Clock routing:
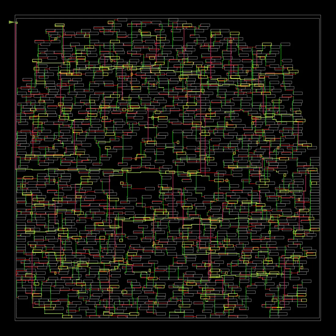
Routed metal, one colour a layer:
(1 px per um)
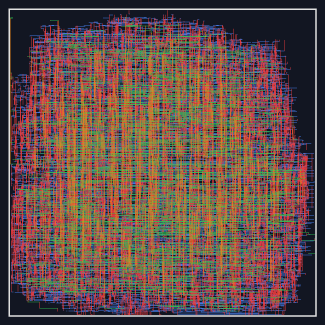
Sequential cells coloured by netlist name:
(1 px per um) Other sequential cells in the stronger grey, the rest of the logic in the fainter grey.
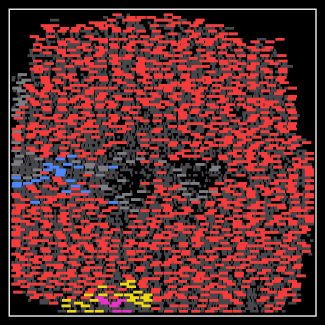
Port wiring:
(1.5 px per um)
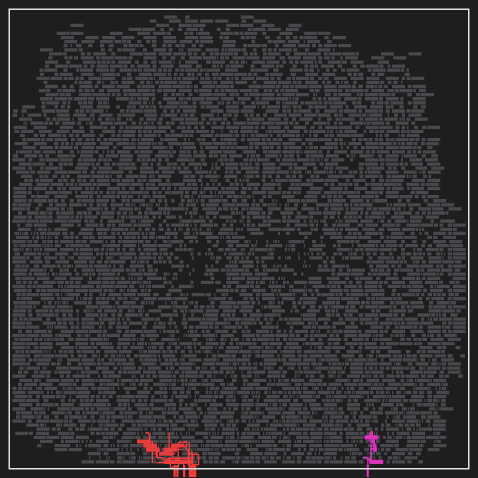
### config.mk
export PLATFORM = sky130hd
export DESIGN_NAME = afe_spi_responder
export DESIGN_NICKNAME = d
export VERILOG_FILES = /design/src/rtl/afe4490_pkg.sv /design/src/rtl/spi_in_sync.sv /design/src/rtl/afe_spi_responder.sv
export SDC_FILE = /design/constraint.sdc
export NUM_CORES = 2
export LEC_CHECK = 0
export CAP_MARGIN = 20
export CORE_UTILIZATION = 63
export CTS_CLUSTER_SIZE = 24
export DETAILED_ROUTE_END_ITERATION = 8
export MAX_ROUTING_LAYER = met4
export PLACE_DENSITY = 0.8
export SYNTH_ARGS = -nofsm -noshare
export SYNTH_HDL_FRONTEND = slang
export SYNTH_HIERARCHICAL = 1
export SYNTH_SLANG_ARGS = --single-unit
### constraint.sdc
create_clock -name i_clk -period 89 [get_ports i_clk]
set_input_delay 26.7 -clock i_clk [delete_from_list [all_inputs] [get_ports i_clk]]
set_output_delay 26.7 -clock i_clk [all_outputs]
set_load 0.02 [all_outputs]
### src/rtl/afe4490_pkg.sv
// afe4490_pkg: AFE4490 register map, CONTROL0 bit positions, frame sizes and responder FSM states
package afe4490_pkg;
    localparam logic [7:0] CONTROL0      = 8'h00;
    localparam logic [7:0] LED2STC       = 8'h01;
    localparam logic [7:0] LED2ENDC      = 8'h02;
    localparam logic [7:0] LED2LEDSTC    = 8'h03;
    localparam logic [7:0] LED2LEDENDC   = 8'h04;
    localparam logic [7:0] ALED2STC      = 8'h05;
    localparam logic [7:0] ALED2ENDC     = 8'h06;
    localparam logic [7:0] LED1STC       = 8'h07;
    localparam logic [7:0] LED1ENDC      = 8'h08;
    localparam logic [7:0] LED1LEDSTC    = 8'h09;
    localparam logic [7:0] LED1LEDENDC   = 8'h0A;
    localparam logic [7:0] ALED1STC      = 8'h0B;
    localparam logic [7:0] ALED1ENDC     = 8'h0C;
    localparam logic [7:0] LED2CONVST    = 8'h0D;
    localparam logic [7:0] LED2CONVEND   = 8'h0E;
    localparam logic [7:0] ALED2CONVST   = 8'h0F;
    localparam logic [7:0] ALED2CONVEND  = 8'h10;
    localparam logic [7:0] LED1CONVST    = 8'h11;
    localparam logic [7:0] LED1CONVEND   = 8'h12;
    localparam logic [7:0] ALED1CONVST   = 8'h13;
    localparam logic [7:0] ALED1CONVEND  = 8'h14;
    localparam logic [7:0] ADCRSTSTCT0   = 8'h15;
    localparam logic [7:0] ADCRSTENDCT0  = 8'h16;
    localparam logic [7:0] ADCRSTSTCT1   = 8'h17;
    localparam logic [7:0] ADCRSTENDCT1  = 8'h18;
    localparam logic [7:0] ADCRSTSTCT2   = 8'h19;
    localparam logic [7:0] ADCRSTENDCT2  = 8'h1A;
    localparam logic [7:0] ADCRSTSTCT3   = 8'h1B;
    localparam logic [7:0] ADCRSTENDCT3  = 8'h1C;
    localparam logic [7:0] PRPCOUNT      = 8'h1D;
    localparam logic [7:0] CONTROL1      = 8'h1E;
    localparam logic [7:0] SPARE1        = 8'h1F;
    localparam logic [7:0] TIAGAIN       = 8'h20;
    localparam logic [7:0] TIA_AMB_GAIN  = 8'h21;
    localparam logic [7:0] LEDCNTRL      = 8'h22;
    localparam logic [7:0] CONTROL2      = 8'h23;
    localparam logic [7:0] SPARE2        = 8'h24;
    localparam logic [7:0] SPARE3        = 8'h25;
    localparam logic [7:0] SPARE4        = 8'h26;
    localparam logic [7:0] RESERVED1     = 8'h27;
    localparam logic [7:0] RESERVED2     = 8'h28;
    localparam logic [7:0] ALARM         = 8'h29;
    localparam logic [7:0] LED2VAL       = 8'h2A;
    localparam logic [7:0] ALED2VAL      = 8'h2B;
    localparam logic [7:0] LED1VAL       = 8'h2C;
    localparam logic [7:0] ALED1VAL      = 8'h2D;
    localparam logic [7:0] LED2_ALED2VAL = 8'h2E;
    localparam logic [7:0] LED1_ALED1VAL = 8'h2F;
    localparam logic [7:0] DIAG          = 8'h30;
    localparam int SPI_READ    = 0;
    localparam int TIM_CNT_RST = 1;
    localparam int DIAG_EN     = 2;
    localparam int SW_RST      = 3;
    localparam int ADDR_BITS  = 8;
    localparam int DATA_BITS  = 24;
    localparam int FRAME_BITS = 32;
    typedef enum logic [1:0] {ST_IDLE, ST_ADDR, ST_DATA, ST_WAIT_CS} state_e;
endpackage

### src/rtl/spi_in_sync.sv
// spi_in_sync: multi-flop synchronizer for one asynchronous SPI pin with registered edge pulses
//   i_clk, i_rst : system clock, async active-high reset
//   i_d          : asynchronous pin
//   o_q          : synchronized level, aligned with the pulses
//   o_rise/o_fall: one-cycle pulses, STAGES+1 cycles after the pin edge
module spi_in_sync #(
    parameter int STAGES = 2
) (
    input  logic i_clk,
    input  logic i_rst,
    input  logic i_d,
    output logic o_q,
    output logic o_rise,
    output logic o_fall
);
    logic [STAGES-1:0] sync_q;
    logic              prev_q;
    always_ff @(posedge i_clk or posedge i_rst) begin
        if (i_rst) begin
            sync_q <= '0;
            prev_q <= 1'b0;
            o_rise <= 1'b0;
            o_fall <= 1'b0;
        end else begin
            sync_q <= {sync_q[STAGES-2:0], i_d};
            prev_q <= sync_q[STAGES-1];
            o_rise <= sync_q[STAGES-1] & ~prev_q;
            o_fall <= ~sync_q[STAGES-1] & prev_q;
        end
    end
    assign o_q = prev_q;
endmodule

### src/rtl/afe_spi_responder.sv
// afe_spi_responder: AFE4490 register-file model answering 32-bit mode-0 SPI frames
//   i_sclk/i_cs_n/i_mosi : asynchronous SPI pins from the master
//   o_miso/o_miso_oe     : readback data and its enable
//   i_val_*              : loads the read-only result registers 0x2A..0x30
//   o_wr_*               : strobe, address and data of the last committed SPI write
//   o_spi_read           : CONTROL0 SPI_READ bit
//   o_frame_err          : pulse on a frame cut short by CS
module afe_spi_responder
    import afe4490_pkg::*;
#(
    parameter int REG_LAST    = 'h30,
    parameter int SYNC_STAGES = 2
) (
    input  logic        i_clk,
    input  logic        i_rst,
    input  logic        i_sclk,
    input  logic        i_cs_n,
    input  logic        i_mosi,
    output logic        o_miso,
    output logic        o_miso_oe,
    input  logic        i_val_we,
    input  logic [2:0]  i_val_sel,
    input  logic [23:0] i_val_data,
    output logic        o_wr_strobe,
    output logic [7:0]  o_wr_addr,
    output logic [23:0] o_wr_data,
    output logic        o_spi_read,
    output logic        o_frame_err
);
    logic sclk_q, sclk_rise, sclk_fall;
    logic cs_q, cs_rise, cs_fall;
    logic mosi_q, mosi_rise, mosi_fall;
    logic unused_pins;
    spi_in_sync #(.STAGES(SYNC_STAGES)) u_sclk (.i_clk(i_clk), .i_rst(i_rst), .i_d(i_sclk), .o_q(sclk_q), .o_rise(sclk_rise), .o_fall(sclk_fall));
    spi_in_sync #(.STAGES(SYNC_STAGES)) u_cs   (.i_clk(i_clk), .i_rst(i_rst), .i_d(i_cs_n), .o_q(cs_q),   .o_rise(cs_rise),   .o_fall(cs_fall));
    spi_in_sync #(.STAGES(SYNC_STAGES)) u_mosi (.i_clk(i_clk), .i_rst(i_rst), .i_d(i_mosi), .o_q(mosi_q), .o_rise(mosi_rise), .o_fall(mosi_fall));
    assign unused_pins = ^{sclk_q, mosi_rise, mosi_fall};
    state_e      state_q;
    logic [5:0]  cnt_q;
    logic [7:0]  addr_q;
    logic [22:0] shift_q;
    logic [23:0] out_q;
    logic        rd_q, miso_q, oe_q, wr_strobe_q, frame_err_q;
    logic [7:0]  wr_addr_q;
    logic [23:0] wr_data_q;
    logic [23:0] regs_q [0:REG_LAST];
    logic [23:0] shift_in, rd_word;
    logic [5:0]  val_idx;
    assign shift_in = {shift_q, mosi_q};
    assign rd_word  = addr_q > 8'(REG_LAST) ? '0 : regs_q[addr_q[5:0]];
    assign val_idx  = 6'(LED2VAL) + {3'd0, i_val_sel};
    always_ff @(posedge i_clk or posedge i_rst) begin
        if (i_rst) begin
            state_q     <= ST_IDLE;
            cnt_q       <= '0;
            addr_q      <= '0;
            shift_q     <= '0;
            out_q       <= '0;
            rd_q        <= 1'b0;
            miso_q      <= 1'b0;
            oe_q        <= 1'b0;
            wr_strobe_q <= 1'b0;
            wr_addr_q   <= '0;
            wr_data_q   <= '0;
            frame_err_q <= 1'b0;
            for (int i = 0; i <= REG_LAST; i++) regs_q[i] <= '0;
        end else begin
            wr_strobe_q <= 1'b0;
            frame_err_q <= 1'b0;
            // result port first so a same-cycle SW_RST below overrides it
            if (i_val_we && i_val_sel != 3'd7) regs_q[val_idx] <= i_val_data;
            if (cs_rise) begin
                miso_q      <= 1'b0;
                oe_q        <= 1'b0;
                frame_err_q <= state_q == ST_DATA || (state_q == ST_ADDR && cnt_q != '0);
            end
            if (cs_q) state_q <= ST_IDLE;
            else case (state_q)
                ST_IDLE: if (cs_fall) begin
                    state_q <= ST_ADDR;
                    cnt_q   <= '0;
                end
                ST_ADDR: if (sclk_rise) begin
                    cnt_q   <= cnt_q + 6'd1;
                    shift_q <= shift_in[22:0];
                    if (cnt_q == 6'(ADDR_BITS - 1)) begin
                        addr_q  <= shift_in[7:0];
                        rd_q    <= regs_q[0][SPI_READ] && shift_in[7:0] != CONTROL0;
                        state_q <= ST_DATA;
                    end
                end
                ST_DATA: begin
                    // first fall after the address loads the word, later falls shift it out
                    if (sclk_fall && rd_q) begin
                        oe_q   <= 1'b1;
                        miso_q <= cnt_q == 6'(ADDR_BITS) ? rd_word[23] : out_q[23];
                        out_q  <= cnt_q == 6'(ADDR_BITS) ? {rd_word[22:0], 1'b0} : {out_q[22:0], 1'b0};
                    end
                    if (sclk_rise) begin
                        cnt_q   <= cnt_q + 6'd1;
                        shift_q <= shift_in[22:0];
                        if (cnt_q == 6'(FRAME_BITS - 1)) begin
                            state_q <= ST_WAIT_CS;
                            if (!rd_q && addr_q <= ALARM) begin
                                wr_strobe_q <= 1'b1;
                                wr_addr_q   <= addr_q;
                                wr_data_q   <= shift_in;
                                if (addr_q != CONTROL0) regs_q[addr_q[5:0]] <= shift_in;
                                else if (shift_in[SW_RST]) for (int i = 0; i <= REG_LAST; i++) regs_q[i] <= '0;
                                else regs_q[0] <= {21'd0, shift_in[DIAG_EN:SPI_READ]};
                            end
                        end
                    end
                end
                default: ;
            endcase
        end
    end
    assign o_miso      = miso_q;
    assign o_miso_oe   = oe_q;
    assign o_wr_strobe = wr_strobe_q;
    assign o_wr_addr   = wr_addr_q;
    assign o_wr_data   = wr_data_q;
    assign o_spi_read  = regs_q[0][SPI_READ];
    assign o_frame_err = frame_err_q;
endmodule

==> run summary <==
run results: status complete, no violations, DIE AREA 93,200 sq um, # setup viols final 0, critical path required time 89.74 ns, final slew viol count 0, Clock buf/inv share 0.0718, Non-CTS buffers 228, WL met3 36,000 um, length of routed met2 wiring 88,300 um, Worst-path clk slew 0.06 ns, Non-Filler Instances 5,915, max FFs per register 1,175, most frequent cells in the layout dfrtp_1, a22o_1, mux2i_1, nand2_1, nor2_1, RePlAce Congestion 1.04, FF-to-FF Start addr_q[0]$_DFFE_PP0P_, TritonRoute pass-1 iters 8, Layout Skew 0.0271 ns, H-tree levels 4, WL per Instance 36.6 um, clk buf depth 3, reg-to-reg setup timing slack 83.82 ns, Finished Core Util 0.706, num rows 110, number of buffers created by CTS 135, crit path from i_rst, hold_ws 0.340 ns, fill count 6,158
-- 'clock routing' (at the start) --
Clock Power: 0.587 mW
clk sinks: 1,288

-- 'routed metal, one colour a layer' (at the start) --
Orange shows met4, wire length 16,100 um. Red shows met2, wire length 88.3 mm. Blue shows met1, wire length 76.0 mm. Green shows met3, wire length 36.0 mm.

-- 'sequential cells coloured by netlist name' (at the start) --
Red shows regs_q, placed flops 1,175, where widely spread. Blue shows shift_q, placed flops 23, where left middle. Magenta shows o_wr_addr, placed flops 8. Yellow shows o_wr_data, placed flops 24.

-- 'port wiring' (at the start) --
Magenta shows i_val_we, bits 1, direction input, end cells 6, buffers 1, wire 42.2 um. Red shows o_wr_addr, bits 8, direction output, end cells 8, buffers 8, wire 245 um.

Power figures rest on the tool's default switching activity, not on a simulated workload.
